Fig. 1: metal 1
Bar = 20 µm. Cells faint in the background.
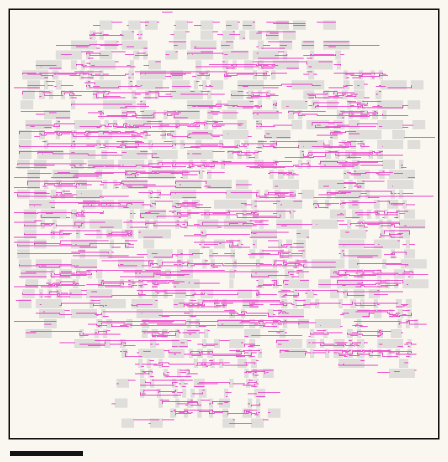
Fig. 2: met2 routing
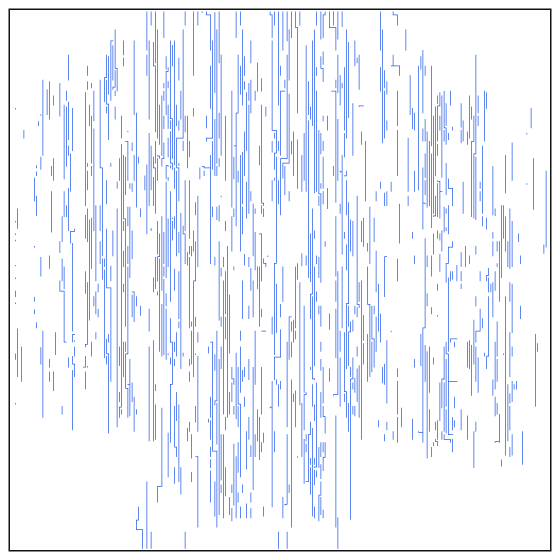
Fig. 3: M3 wires
Bar = 20 µm.
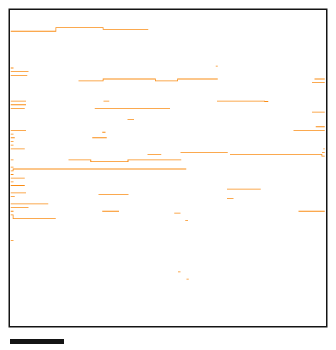
Fig. 4: signal wires on met4
Bar = 20 µm.
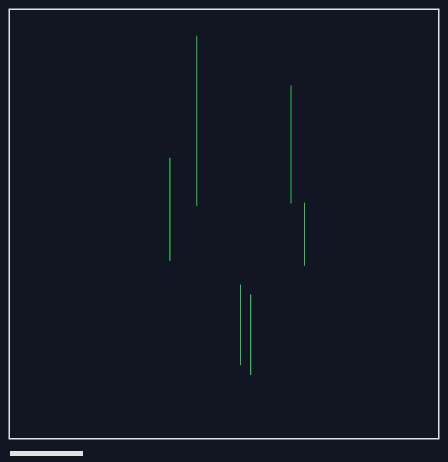
Fig. 5: clock wiring as the flow saved it
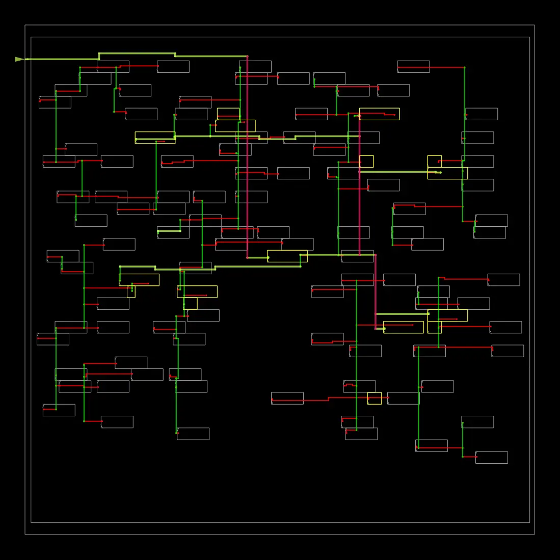
### src/rtl/uart_cmd_ctl.sv
// UART receive-path command sequencer: collects SOF/ADDR/DATA/CHK frames,
// validates them and commits DATA into a small configuration register bank.
module uart_cmd_ctl #(
  parameter int          NREG        = 4,
  parameter logic [7:0]  SOF_BYTE    = 8'hA5,
  parameter int          TIMEOUT_CYC = 163840,
  parameter int          TW          = 18
) (
  input  logic              clk,
  input  logic              reset,
  input  logic              rx_done,
  input  logic [7:0]        rx_data,
  output logic              rx_en,
  output logic [8*NREG-1:0] cfg_regs,
  output logic              wr_stb,
  output logic [7:0]        wr_addr,
  output logic [7:0]        wr_data,
  output logic              frm_err,
  output logic [1:0]        err_code,
  output logic [7:0]        err_cnt
);

  typedef enum logic [1:0] {
    IDLE     = 2'd0,
    GET_ADDR = 2'd1,
    GET_DATA = 2'd2,
    GET_CHK  = 2'd3
  } state_t;

  function automatic logic [7:0] frame_chk(input logic [7:0] a, input logic [7:0] d);
    return a + d;
  endfunction

  state_t            state_r, next_state_s;
  logic [TW-1:0]     to_cnt_r;
  logic [7:0]        addr_r, data_r;
  logic              to_hit_s, commit_s, reject_s;
  logic [1:0]        err_code_s;
  logic              rx_en_r, wr_stb_r, frm_err_r;
  logic [7:0]        wr_addr_r, wr_data_r, err_cnt_r;
  logic [1:0]        err_code_r;
  logic [8*NREG-1:0] cfg_regs_r;

  // State register
  always_ff @(posedge clk) begin
    if (reset) state_r <= IDLE;
    else       state_r <= next_state_s;
  end

  // Next-state decode; a byte always beats a coincident timeout
  always_comb begin
    next_state_s = state_r;
    case (state_r)
      IDLE: begin
        if (rx_done && (rx_data == SOF_BYTE)) next_state_s = GET_ADDR;
        else                                  next_state_s = IDLE;
      end
      GET_ADDR: begin
        if (rx_done)       next_state_s = GET_DATA;
        else if (to_hit_s) next_state_s = IDLE;
        else               next_state_s = GET_ADDR;
      end
      GET_DATA: begin
        if (rx_done)       next_state_s = GET_CHK;
        else if (to_hit_s) next_state_s = IDLE;
        else               next_state_s = GET_DATA;
      end
      GET_CHK: begin
        if (rx_done || to_hit_s) next_state_s = IDLE;
        else                     next_state_s = GET_CHK;
      end
      default: next_state_s = IDLE;
    endcase
  end

  // Frame verdict: commit, checksum/address reject, or inter-byte timeout
  always_comb begin
    commit_s   = 1'b0;
    reject_s   = 1'b0;
    err_code_s = err_code_r;
    to_hit_s   = (state_r != IDLE) && !rx_done && (to_cnt_r == TW'(TIMEOUT_CYC - 1));
    if ((state_r == GET_CHK) && rx_done) begin
      if (rx_data != frame_chk(addr_r, data_r)) begin
        reject_s   = 1'b1;
        err_code_s = 2'b01;
      end else if (addr_r >= 8'(NREG)) begin
        reject_s   = 1'b1;
        err_code_s = 2'b10;
      end else begin
        commit_s   = 1'b1;
      end
    end else if (to_hit_s) begin
      reject_s   = 1'b1;
      err_code_s = 2'b11;
    end else begin
      commit_s   = 1'b0;
    end
  end

  // Inter-byte timeout counter and frame field capture
  always_ff @(posedge clk) begin
    if (reset) begin
      to_cnt_r <= {TW{1'b0}};
      addr_r   <= 8'h00;
      data_r   <= 8'h00;
    end else begin
      if (rx_done || (state_r == IDLE) || to_hit_s) to_cnt_r <= {TW{1'b0}};
      else                                          to_cnt_r <= to_cnt_r + TW'(1);
      if (rx_done && (state_r == GET_ADDR)) addr_r <= rx_data;
      if (rx_done && (state_r == GET_DATA)) data_r <= rx_data;
    end
  end

  // Registered outputs and configuration bank
  always_ff @(posedge clk) begin
    if (reset) begin
      rx_en_r    <= 1'b0;
      wr_stb_r   <= 1'b0;
      frm_err_r  <= 1'b0;
      wr_addr_r  <= 8'h00;
      wr_data_r  <= 8'h00;
      err_code_r <= 2'b00;
      err_cnt_r  <= 8'h00;
      cfg_regs_r <= {(8*NREG){1'b0}};
    end else begin
      rx_en_r    <= !rx_done;
      wr_stb_r   <= commit_s;
      frm_err_r  <= reject_s;
      err_code_r <= err_code_s;
      if (commit_s) begin
        wr_addr_r <= addr_r;
        wr_data_r <= data_r;
      end
      if (reject_s && (err_cnt_r != 8'hFF)) err_cnt_r <= err_cnt_r + 8'h01;
      for (int i = 0; i < NREG; i++) begin
        if (commit_s && (addr_r == 8'(i))) cfg_regs_r[8*i +: 8] <= data_r;
      end
    end
  end

  assign rx_en    = rx_en_r;
  assign wr_stb   = wr_stb_r;
  assign frm_err  = frm_err_r;
  assign wr_addr  = wr_addr_r;
  assign wr_data  = wr_data_r;
  assign err_code = err_code_r;
  assign err_cnt  = err_cnt_r;
  assign cfg_regs = cfg_regs_r;

endmodule

### config.mk
export PLATFORM = sky130hd
export DESIGN_NAME = uart_cmd_ctl
export DESIGN_NICKNAME = d
export VERILOG_FILES = /design/src/rtl/uart_cmd_ctl.sv
export SDC_FILE = /design/constraint.sdc
export NUM_CORES = 1
export LEC_CHECK = 0
export ABC_AREA = 1
export CAP_MARGIN = 20
export CELL_PAD_IN_SITES_DETAIL_PLACEMENT = 1
export CELL_PAD_IN_SITES_GLOBAL_PLACEMENT = 2
export CORE_UTILIZATION = 33
export DETAILED_ROUTE_END_ITERATION = 10
export PLACE_DENSITY = 0.87
export SLEW_MARGIN = 20
export SYNTH_ARGS = -nofsm -noshare
export SYNTH_HDL_FRONTEND = slang
export SYNTH_SLANG_ARGS = --single-unit
### constraint.sdc
create_clock -name clk -period 4.6 [get_ports clk]
set_input_delay 0.92 -clock clk [delete_from_list [all_inputs] [get_ports clk]]
set_output_delay 0.92 -clock clk [all_outputs]
set_load 0.05 [all_outputs]
==> results_dict.tcl <==
# collected from the flow reports
set metrics [dict create \
    outcome "complete, no violations" \
    holdPathStages 1 \
    synthArstFlopShare 0 \
    critical_path.max_fanout 25 \
    r2r-start "data_r[0]$_SDFFE_PP0P_" \
    port_buffers 71 \
    drive_gt1_frac 0.0650 \
    path_cells "ha_1, fa_1, xnor2_1, nand2_1, nor2_1, nand3_2, nor2_4, nand4_4, buf_4, nor2_4, nand2_1, a21oi_1" \
    synth_seq_share 0.445 \
    ioPinCount 72 \
    dpl.hpwl_um 8940 \
    openroad.warnings 26 \
    dpl.cell_count 802 \
    hp-class "reg -> reg" \
    antenna_found_initial 0 \
    netlist_instances 573 \
    core_area_um2 12800 \
    root_buffer "clkbuf_16" \
    critPathCaptureType "flip-flop" \
    drc 0 \
    power_density_nw_per_um2 306 \
    slowest_stage "dfxtp_1" \
    synth_area_leader_cell "dfxtp_1" \
    synth_stat.cells 573 \
    antennaDiodeCount 0 \
    cp_slowest_stage_delay_ps 570 \
    area_leaders "dfxtp_1 (44%), nand2_1 (13%), a21oi_1 (7.7%), nor2_1 (5.3%), inv_1 (3.7%)" \
    synth_cell_type_count 36 \
    fillerInstances 1545 \
    peakVddDrop_mv 0.174 \
    cap_violations 0 \
]
## Picture notes: Fig. 1
share of all routed wire: 45%
nets with wire on the layer: 618
main direction: horizontal
routed wire length: 12600 µm
via count: 3981
global routing usage on met1: 0.232

## Picture notes: Fig. 2
main direction: vertical
share of all routed wire: 49%

## Picture notes: Fig. 3
longest straight run: 63.9 µm
share of all routed wire: 4.0%
wire length on this layer: 499 µm
main direction: horizontal
nets with wire on the layer: 45
GRT met3 Usage: 0.0587

## Picture notes: Fig. 4
wire length on this layer: 167 µm
share of all routed wire: 1.3%
nets with wire on the layer: 5
main direction: vertical
longest straight run: 46.2 µm

## Picture notes: Fig. 5
Power Clock: 0.000738 W
skew final: 8.32 ps

## synth_stat cells, types with 2 or more instances
cell and count:
nand2_1 151, dfxtp_1 97, a21oi_1 67, nor2_1 62, inv_1 43, nand3_1 24, nand4_1 13, xor2_1 13
clkbuf_1 11, xnor2_1 11, nor3_1 10, ha_1 9, o21ai_0 9, nor3_2 8, o21ai_1 8, nor4_1 5
buf_6 4, nor2_4 4, buf_4 3, nor3b_1 3, clkinv_1 2, o21a_1 2
## worst max-delay path, delay by kind of cell (launching register included)
family	cells	cell delay [ps]
compound gates	1	160
flops	1	570
fa+ha+maj	2	710
simple gates	7	1060
xor+xnor	1	140
buf+inv	1	370
## routing by layer
metal / routed length, µm / GRT usage
met1: 5720 / 0.232
met2: 6230 / 0.341
met3: 498 / 0.0587
met4: 166 / 0.0430
met5: 0 / 0
## state kept, by name, indices dropped and copies added (netlist names)
signal / count
frm_err: 1
wr_data: 8
wr_stb: 1
rx_en: 1
addr_r: 8
data_r: 8
err_code: 2
err_cnt: 8
to_cnt_r: 18
cfg_regs: 32
wr_addr: 8
state_r: 2
## layout make-up
cell class / instances / area share
clock inverter: 6 / 0.00888
tap: 172 / 0.0391
multi-input combinational: 411 / 0.389
inverter: 46 / 0.0314
sequential: 97 / 0.353
timing repair buffer: 76 / 0.135
clock buffer: 10 / 0.0435
## where the power goes
part           switching, W  total (W)  internal (W)  leakage (nW)
Combinational     0.0000617  0.0000922     0.0000305          1.12
Sequential       0.00000883   0.000854      0.000845         0.782
Clock              0.000348   0.000738      0.000390         0.144
## metrics by stage
| step | hold WS [ps] | utilization | worst slack (ps) | area (µm²) |
|---|---|---|---|---|
| after floorplan | 417 | - | 2240 | 4370 |
| after global placement | 425 | 0.408 | 1250 | 5210 |
| after detailed placement | 439 | 0.408 | 1160 | 5210 |
| after CTS | 454 | 0.430 | 1490 | 5500 |
| after global routing | 473 | 0.430 | 1290 | 5500 |
| final | 450 | 0.430 | 1530 | 5500 |
## cells in the final DEF, fill, tap and decap left out, types with 8 or more instances in the layout
cell	count
clkbuf_16	9
xor2_1	13
inv_1	43
o21ai_0	9
xnor2_1	11
a21oi_1	67
clkdlybuf4s50_1	70
nor3_1	10
nor2_1	62
ha_1	9
nand2_1	151
o21ai_1	8
dfxtp_1	97
nor3_2	8
nand3_1	24
nand4_1	13
## cell families after synthesis
| kind of cell | after synthesis | synth area share |
|---|---|---|
| compound gates | 90 | 0.107 |
| flops | 97 | 0.445 |
| buf+inv | 65 | 0.0656 |
| fa+ha+maj | 10 | 0.0304 |
| simple gates | 286 | 0.301 |
| xor+xnor | 25 | 0.0519 |
No activity file was given, so power comes from the tool's default toggle rates.
